layer_met1.png
Scale bar: 20 µm. Cells faint in the background.
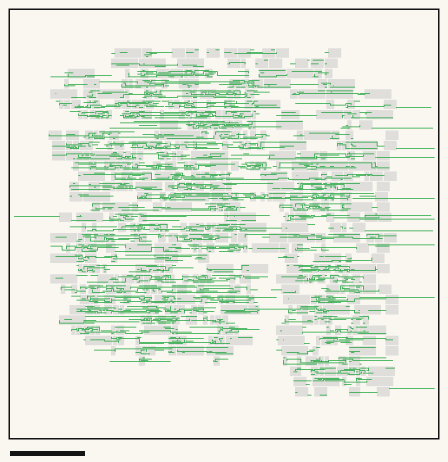
layer_met2.png
Scale bar: 20 µm. Cells faint in the background.
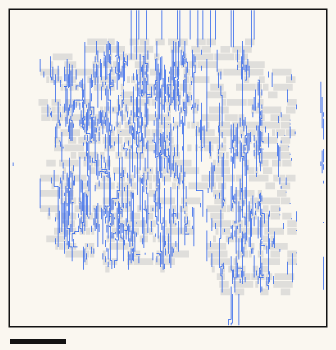
layer_met3.png
Scale bar: 20 µm. Cells faint in the background.
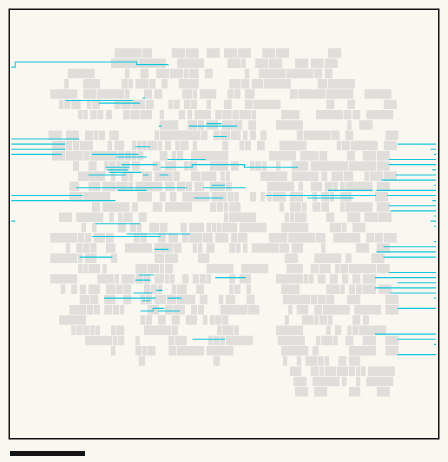
io_placement.png
Scale bar: 20 µm. Pins as bars across the die edge, other pins in grey.
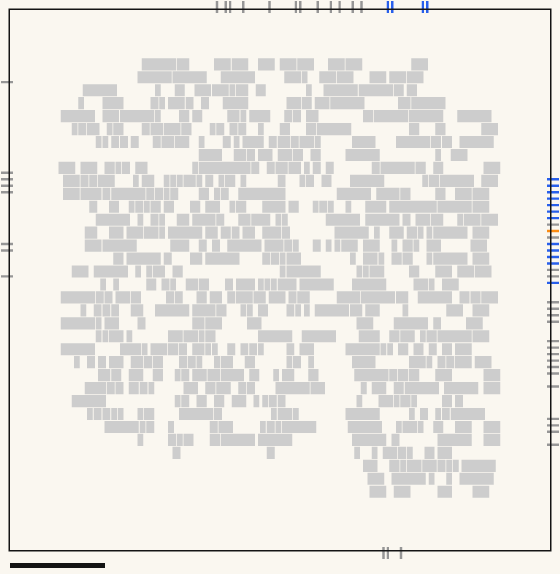
--- src/rtl/sepconv_ctrl_pkg.sv ---
// Shared types and default frame geometry for the layer-5 separable
// convolution frame sequencer.
package sepconv_ctrl_pkg;

  typedef enum logic [2:0] {
    S_IDLE  = 3'd0,
    S_LOAD  = 3'd1,
    S_DRAIN = 3'd2,
    S_DONE  = 3'd3,
    S_ERR   = 3'd4
  } state_e;

  localparam int DEF_IMG_WIDHT  = 44;
  localparam int DEF_IMG_HEIGHT = 44;
  localparam int DEF_OUT_WIDHT  = 44;
  localparam int DEF_OUT_HEIGHT = 44;
  localparam int DEF_TIMEOUT    = 1024;
  localparam int DEF_CNT_W      = 16;

  localparam int IN_PIXELS  = DEF_IMG_WIDHT * DEF_IMG_HEIGHT;
  localparam int OUT_PIXELS = DEF_OUT_WIDHT * DEF_OUT_HEIGHT;

  // Pixel count of a width x height frame.
  function automatic int pixels(input int w, input int h);
    return w * h;
  endfunction

endpackage

--- src/rtl/sepconv_l5_frame_sequencer_pos_counter.sv ---
// Column/row position counter with clear, enable and wrap. Once the row
// reaches HEIGHT the position holds at (0, HEIGHT) until cleared.
module frame_pos_counter #(
  parameter int WIDTH  = 44,
  parameter int HEIGHT = 44,
  parameter int CNT_W  = 16
) (
  input  logic             clk,
  input  logic             rst_ni,
  input  logic             clr_i,
  input  logic             en_i,
  output logic [CNT_W-1:0] col_o,
  output logic [CNT_W-1:0] row_o,
  output logic             last_o
);

  localparam logic [CNT_W-1:0] COL_LAST = CNT_W'(WIDTH - 1);
  localparam logic [CNT_W-1:0] ROW_LAST = CNT_W'(HEIGHT - 1);
  localparam logic [CNT_W-1:0] ROW_END  = CNT_W'(HEIGHT);

  logic [CNT_W-1:0] col_q, col_d;
  logic [CNT_W-1:0] row_q, row_d;

  // Next position: clear wins, otherwise step with wrap, saturating at the end row.
  always_comb begin
    col_d = col_q;
    row_d = row_q;
    if (clr_i) begin
      col_d = '0;
      row_d = '0;
    end else if (en_i && (row_q < ROW_END)) begin
      if (col_q == COL_LAST) begin
        col_d = '0;
        row_d = row_q + CNT_W'(1);
      end else begin
        col_d = col_q + CNT_W'(1);
      end
    end
  end

  // Position registers with synchronous active-low reset.
  always_ff @(posedge clk) begin
    if (!rst_ni) begin
      col_q <= '0;
      row_q <= '0;
    end else begin
      col_q <= col_d;
      row_q <= row_d;
    end
  end

  assign col_o  = col_q;
  assign row_o  = row_q;
  assign last_o = (col_q == COL_LAST) && (row_q == ROW_LAST);

endmodule

--- src/rtl/sepconv_l5_frame_sequencer.sv ---
// Frame-level controller for the layer-5 separable convolution datapath:
// gates the upstream pixel stream into Valid_In one frame at a time, counts
// input/output pixels, and flags stalled or over-producing pipelines.
module sepconv_l5_frame_sequencer
  import sepconv_ctrl_pkg::*;
#(
  parameter int IMG_WIDHT  = DEF_IMG_WIDHT,
  parameter int IMG_HEIGHT = DEF_IMG_HEIGHT,
  parameter int OUT_WIDHT  = DEF_OUT_WIDHT,
  parameter int OUT_HEIGHT = DEF_OUT_HEIGHT,
  parameter int TIMEOUT    = DEF_TIMEOUT,
  parameter int CNT_W      = DEF_CNT_W
) (
  input  logic             clk,
  input  logic             rst,
  input  logic             start,
  input  logic             abort,
  input  logic             src_valid,
  output logic             src_ready,
  output logic             conv_valid_in,
  input  logic             conv_valid_out,
  output logic             busy,
  output logic             done,
  output logic             err,
  output logic [CNT_W-1:0] in_col,
  output logic [CNT_W-1:0] in_row,
  output logic [CNT_W-1:0] out_cnt
);

  localparam logic [CNT_W-1:0] OUT_PIX_C = CNT_W'(pixels(OUT_WIDHT, OUT_HEIGHT));
  localparam logic [CNT_W-1:0] TMO_C     = CNT_W'(TIMEOUT);

  state_e           state_q;
  logic [CNT_W-1:0] out_cnt_q, out_cnt_d;
  logic [CNT_W-1:0] tmo_q, tmo_d;
  logic             done_q, err_q;
  logic             counting, overrun, in_last, pos_clr;

  assign src_ready     = (state_q == S_LOAD);
  assign conv_valid_in = src_valid && src_ready;
  assign counting      = (state_q == S_LOAD) || (state_q == S_DRAIN);
  assign busy          = counting;
  assign done          = done_q;
  assign err           = err_q;
  assign out_cnt       = out_cnt_q;

  // A new frame (or an abort) restarts the input position from the origin.
  assign pos_clr = abort || (start && ((state_q == S_IDLE) || (state_q == S_ERR)));

  frame_pos_counter #(
    .WIDTH  (IMG_WIDHT),
    .HEIGHT (IMG_HEIGHT),
    .CNT_W  (CNT_W)
  ) u_in_pos (
    .clk    (clk),
    .rst_ni (rst),
    .clr_i  (pos_clr),
    .en_i   (conv_valid_in),
    .col_o  (in_col),
    .row_o  (in_row),
    .last_o (in_last)
  );

  // Output-beat and idle-timeout next values; a beat always beats the timeout.
  always_comb begin
    overrun   = counting && conv_valid_out && (out_cnt_q == OUT_PIX_C);
    out_cnt_d = out_cnt_q;
    if (counting && conv_valid_out && !overrun) begin
      out_cnt_d = out_cnt_q + CNT_W'(1);
    end
    tmo_d = tmo_q;
    if (state_q == S_DRAIN) begin
      if (conv_valid_out) begin
        tmo_d = '0;
      end else if (tmo_q != TMO_C) begin
        tmo_d = tmo_q + CNT_W'(1);
      end
    end
  end

  // Frame FSM with registered done/err flags; abort outranks start and transitions.
  always_ff @(posedge clk) begin
    if (!rst) begin
      state_q   <= S_IDLE;
      out_cnt_q <= '0;
      tmo_q     <= '0;
      done_q    <= 1'b0;
      err_q     <= 1'b0;
    end else if (abort) begin
      state_q   <= S_IDLE;
      out_cnt_q <= '0;
      tmo_q     <= '0;
      done_q    <= 1'b0;
      err_q     <= 1'b0;
    end else begin
      done_q <= 1'b0;
      case (state_q)
        S_IDLE, S_ERR: begin
          if (start) begin
            state_q   <= S_LOAD;
            out_cnt_q <= '0;
            tmo_q     <= '0;
            err_q     <= 1'b0;
          end
        end
        S_LOAD: begin
          out_cnt_q <= out_cnt_d;
          tmo_q     <= '0;
          if (overrun) begin
            state_q <= S_ERR;
            err_q   <= 1'b1;
          end else if (conv_valid_in && in_last) begin
            // Zero-latency datapaths can finish on the very last input beat.
            if (out_cnt_d == OUT_PIX_C) begin
              state_q <= S_DONE;
              done_q  <= 1'b1;
            end else begin
              state_q <= S_DRAIN;
            end
          end
        end
        S_DRAIN: begin
          out_cnt_q <= out_cnt_d;
          tmo_q     <= tmo_d;
          if (overrun) begin
            state_q <= S_ERR;
            err_q   <= 1'b1;
          end else if (out_cnt_d == OUT_PIX_C) begin
            state_q <= S_DONE;
            done_q  <= 1'b1;
          end else if (tmo_d == TMO_C) begin
            state_q <= S_ERR;
            err_q   <= 1'b1;
          end
        end
        S_DONE: begin
          state_q <= S_IDLE;
        end
        default: begin
          state_q <= S_IDLE;
        end
      endcase
    end
  end

endmodule
--- config.mk ---
export PLATFORM = sky130hd
export DESIGN_NAME = sepconv_l5_frame_sequencer
export DESIGN_NICKNAME = d
export VERILOG_FILES = /design/src/rtl/sepconv_ctrl_pkg.sv /design/src/rtl/sepconv_l5_frame_sequencer_pos_counter.sv /design/src/rtl/sepconv_l5_frame_sequencer.sv
export SDC_FILE = /design/constraint.sdc
export NUM_CORES = 1
export LEC_CHECK = 0
export CORE_MARGIN = 10
export CORE_UTILIZATION = 45
export DETAILED_ROUTE_END_ITERATION = 8
export GPL_ROUTABILITY_DRIVEN = 0
export PLACE_DENSITY = 0.66
export SLEW_MARGIN = 20
export SYNTH_ARGS = -nofsm -noshare
export SYNTH_HDL_FRONTEND = slang
export SYNTH_SLANG_ARGS = --single-unit
--- constraint.sdc ---
create_clock -name clk -period 5.75 [get_ports clk]
set_input_delay 0.575 -clock clk [delete_from_list [all_inputs] [get_ports clk]]
set_output_delay 0.575 -clock clk [all_outputs]
set_load 0.1 [all_outputs]
==> impl_results.html <==
<p>Metrics extracted from the flow reports.</p>
<table>
<tr><th>Metric</th><th>Value</th></tr>
<tr><th colspan="2">Run status</th></tr>
<tr><td>Outcome</td><td>complete, no violations</td></tr>
<tr><th colspan="2">Detailed routing</th></tr>
<tr><td>Remaining routing DRC violations</td><td>0</td></tr>
<tr><td>Number of detailed-routing iterations run before antenna repair</td><td>4</td></tr>
<tr><td>Antenna-violating nets left</td><td>0</td></tr>
<tr><td>Violation tally from detailed-route iteration zero</td><td>260</td></tr>
<tr><td>Detailed-route wire length</td><td>10,400 µm</td></tr>
<tr><td>Routed vias/inst</td><td>5.85</td></tr>
<tr><td>Drt wl/cell</td><td>15.7 µm</td></tr>
<tr><th colspan="2">Flow run</th></tr>
<tr><td>Max Cap Viol</td><td>0</td></tr>
<tr><td>OpenROAD warning count</td><td>28</td></tr>
<tr><th colspan="2">Clocking</th></tr>
<tr><td>Max Buffers Root-to-Sink</td><td>2</td></tr>
<tr><td>Clk Latency, worst-skew pair</td><td>0.34 ns</td></tr>
<tr><td>Root Buffer</td><td>clkbuf_8</td></tr>
<tr><td>Clock sink count</td><td>69</td></tr>
<tr><td>PostCTS Resize Cnt</td><td>0</td></tr>
<tr><td>CTS tree</td><td>built</td></tr>
<tr><td>Number of buffers inserted during clock tree synthesis</td><td>9</td></tr>
<tr><td>Post-CTS Repair Setup Buffers</td><td>0</td></tr>
<tr><td>Clk slew on worst S/H paths</td><td>0.07 ns</td></tr>
<tr><td>CTS Hold Bufs</td><td>0</td></tr>
<tr><th colspan="2">Synthesis</th></tr>
<tr><td>Area of the synthesized netlist per yosys stat</td><td>3930 µm²</td></tr>
<tr><td>Yosys top cell by area</td><td>dfxtp_1</td></tr>
<tr><td>Main area contributors</td><td>dfxtp_1, nor2_1, nand2_1</td></tr>
<tr><td>Gate count of the mapped netlist</td><td>508</td></tr>
<tr><td>Register area share after synthesis</td><td>35.2%</td></tr>
<tr><td>Ys flop type</td><td>dfxtp_1</td></tr>
<tr><td>Syn Std Cell Area</td><td>3930 µm²</td></tr>
<tr><td>Net Count, Synth</td><td>520</td></tr>
<tr><td>Post-synthesis area per instance</td><td>7.73 µm²</td></tr>
<tr><td>Share of flip-flops with an asynchronous set or reset</td><td>0%</td></tr>
<tr><td>Synthesized registers</td><td>69</td></tr>
<tr><td>Number of synthesis warnings</td><td>0</td></tr>
<tr><td>Post-synthesis cell type count</td><td>60</td></tr>
<tr><td>Flip-flops with a built-in enable</td><td>0</td></tr>
<tr><th colspan="2">Final timing</th></tr>
<tr><td>Share of the clock period used by the worst path</td><td>63.4%</td></tr>
<tr><td>Final hold viol count</td><td>0</td></tr>
<tr><td>Worst setup skew after layout</td><td>0.00971 ns</td></tr>
<tr><td>Smallest setup slack after layout</td><td>2.11 ns</td></tr>
<tr><td>Slew at the pin closest to its max-slew limit</td><td>1.02 ns</td></tr>
<tr><td>RSZ-0062 raised after global routing</td><td>false</td></tr>
<tr><td>Final number of max-transition violations</td><td>0</td></tr>
<tr><td>Total of endpoints with negative setup slack in the final report</td><td>0</td></tr>
<tr><td>Time the worst path needs with I/O delays and setup</td><td>3.64 ns</td></tr>
<tr><td>Maximum operating frequency</td><td>274 MHz</td></tr>
<tr><td>Normalized max-slew margin</td><td>31.6%</td></tr>
<tr><th colspan="2">Floorplan</th></tr>
<tr><td>Floorplan row count</td><td>34</td></tr>
<tr><td>Core ar.</td><td>8590 µm²</td></tr>
<tr><td>Count of boundary I/O pins</td><td>59</td></tr>
<tr><td>Chip height</td><td>113 µm</td></tr>
<tr><td>Core Util at FP</td><td>45.7%</td></tr>
<tr><td>Die outline area</td><td>12,900 µm²</td></tr>
<tr><th colspan="2">Worst setup path</th></tr>
<tr><td>Type of destination of the critical path</td><td>primary output</td></tr>
<tr><td>Largest fanout on the critical path</td><td>12</td></tr>
<tr><td>FF-to-FF setup slack</td><td>2.76 ns</td></tr>
<tr><td>Number of cells on the worst reg-to-reg path</td><td>9</td></tr>
<tr><td>Endpoint of the worst register-to-register path</td><td>state_q[0]$_SDFFE_PP0P_</td></tr>
<tr><td>Slowest Stage Delay on Critical Path</td><td>1.21 ns</td></tr>
<tr><td>Data arrival time of the critical path</td><td>3.07 ns</td></tr>
<tr><td>Slowest stage cell on the critical path</td><td>clkdlybuf4s50_1</td></tr>
<tr><td>List of cells traversed by the critical path</td><td>or3b_4 &gt; inv_2 &gt; nor2_1 &gt; inv_1 &gt; clkdlybuf4s50_1</td></tr>
<tr><td>Worst path buffer plus inverter count</td><td>3</td></tr>
<tr><th colspan="2">Global route</th></tr>
<tr><td>Total GRT Usage</td><td>15.8%</td></tr>
<tr><td>Pin count of the biggest net entering global routing</td><td>34</td></tr>
<tr><td>Initial antenna violation count</td><td>0</td></tr>
<tr><td>Remaining global-route overflow</td><td>0</td></tr>
<tr><td>Wire length of the first global-routing pass</td><td>17,300 µm</td></tr>
<tr><th colspan="2">Cells and area</th></tr>
<tr><td>Final core utilization</td><td>54.9%</td></tr>
<tr><td>Area growth from synthesis to final layout</td><td>20.2%</td></tr>
<tr><td>Final cell count without fillers</td><td>658</td></tr>
<tr><td>Finished layout cell area</td><td>4720 µm²</td></tr>
<tr><td>Ant diodes</td><td>0</td></tr>
<tr><td># nets final</td><td>558</td></tr>
<tr><td>Filler cell count</td><td>826</td></tr>
<tr><td>Fraction of layout cells with a size suffix above 1</td><td>5.09%</td></tr>
<tr><th colspan="2">Worst hold path</th></tr>
<tr><td>Hold Path Depth</td><td>1</td></tr>
<tr><td>Worst hold endpoint</td><td>u_in_pos.row_o[15]$_SDFFE_PP0P_</td></tr>
<tr><td>Worst hold start</td><td>u_in_pos.row_o[15]$_SDFFE_PP0P_</td></tr>
<tr><th colspan="2">Placement</th></tr>
<tr><td>I/O Buffers</td><td>58</td></tr>
<tr><td>Cell area reported after detailed placement</td><td>4530 µm²</td></tr>
<tr><td>Number of cells after detailed placement</td><td>643</td></tr>
<tr><th colspan="2">Pwr</th></tr>
<tr><td>Lkg Pwr</td><td>1.49 nW</td></tr>
<tr><td>Cell area power density</td><td>196 nW/µm²</td></tr>
</table>
-- layer_met1.png (at the start) --
longest straight run: 33.6 µm
main direction: horizontal
nets with wire on the layer: 494

-- layer_met2.png (at the start) --
longest straight run: 33.1 µm
main direction: vertical

-- layer_met3.png (at the start) --
longest straight run: 32.2 µm
wire length on this layer: 807 µm
main direction: horizontal
share of all routed wire: 7.8%

-- io_placement.png (at the start) --
[orange] `done` | pins: 1 | direction: output | edge: right
[blue] `in_row` | pins: 16 | direction: output | edge: 12 right, 4 top
all pins by edge: 32 right, 16 top, 8 left, 3 bottom

## cell usage in the layout, fill, tap and decap left out, types with 9 or more instances in the layout
cell | Yosys | layout
nor4_1 | 12 | 12
and2_1 | 13 | 13
dfxtp_1 | 69 | 69
clkbuf_8 | 0 | 9
a31oi_1 | 10 | 10
xnor2_1 | 12 | 12
nand4_1 | 18 | 18
a21oi_1 | 29 | 29
inv_1 | 10 | 10
xor2_1 | 12 | 12
o21ai_0 | 30 | 30
nor3_1 | 18 | 18
nand3_1 | 22 | 22
nand2_1 | 41 | 41
nor2_1 | 74 | 74
clkdlybuf4s50_1 | 0 | 58
## layout make-up
class | instances | area [µm²] | share of cell area, %
Sequential cell | 69 | 1380 | 29.3
Timing Repair Buffer | 61 | 603 | 12.8
Multi-Input combinational cell | 394 | 2370 | 50.2
Clock inverter | 6 | 65.1 | 1.38
Clock buffer | 9 | 124 | 2.63
Inverter | 11 | 41.3 | 0.875
Tap cell | 108 | 135 | 2.86
## Yosys cell counts (all sizes together), types with 6 or more instances
library cell and n:
nand2 41, clkbuf 29, or3 6, nor3 18, inv 11, nand4 19
a311oi 6, nor4 13, a21oi 29, a31oi 10, xor2 12, and3 8
xnor2 12, nor2 74, nand2b 6, a211oi 8, nand3 22, dfxtp 69
o21ai 32, and2 13, ha 6
## registers in the layout, indices dropped and copies added (netlist names)
name	flops
u_in_pos.row_o	16
out_cnt	16
err	1
tmo_q	16
done	1
state_q	3
u_in_pos.col_o	16
## worst register-to-register path: cells and delay by family, from the launching register on
kind,cells,cell delay [ns]
AND-OR/OR-AND,3,0.93
buffers and inverters,1,0.13
flip-flops,1,0.44
AND/OR/NAND/NOR,5,1.42
## worst max path at each step
stage / startpoint / to / slack [ns] / cells after the start
floorplan: out_cnt[1]$_SDFFE_PP0P_ / err$_SDFFE_PP0P_ / 2.55 / 9
global placement: conv_valid_out / state_q[0]$_SDFFE_PP0P_ / 2.53 / 9
detailed placement: conv_valid_out / err$_SDFFE_PP0P_ / 2.47 / 9
CTS: state_q[0]$_SDFFE_PP0P_ / busy / 2.12 / 5
global route: state_q[1]$_SDFFE_PP0P_ / busy / 1.94 / 5
finish: state_q[0]$_SDFFE_PP0P_ / busy / 2.11 / 5
## report_power, final
group	leakage, nW	internal (mW)	switching (mW)
Combinational	0.850	0.0163	0.0438
Sequential	0.556	0.478	0.00158
Clock	0.0833	0.197	0.187
Total	1.49	0.692	0.232
## kinds of logic after synthesis
family,count (synthesis),synth area share (%)
mux,5,1.31
simple gates,245,32.5
buf+inv,45,4.49
compound gates,114,19.2
xor+xnor,24,5.35
flops,69,35.2
fa+ha+maj,6,1.91
## routing by layer
metal / track usage, % / vias to the layer above / share of wire, %
li1: - / 1919 / -
met1: 22.2 / 1793 / 49
met2: 22.7 / 128 / 42
met3: 5.30 / 10 / 7.8
met4: 3.64 / 0 / 0.88
met5: 0 / - / 0
Power is estimated from default activity; no workload was simulated.
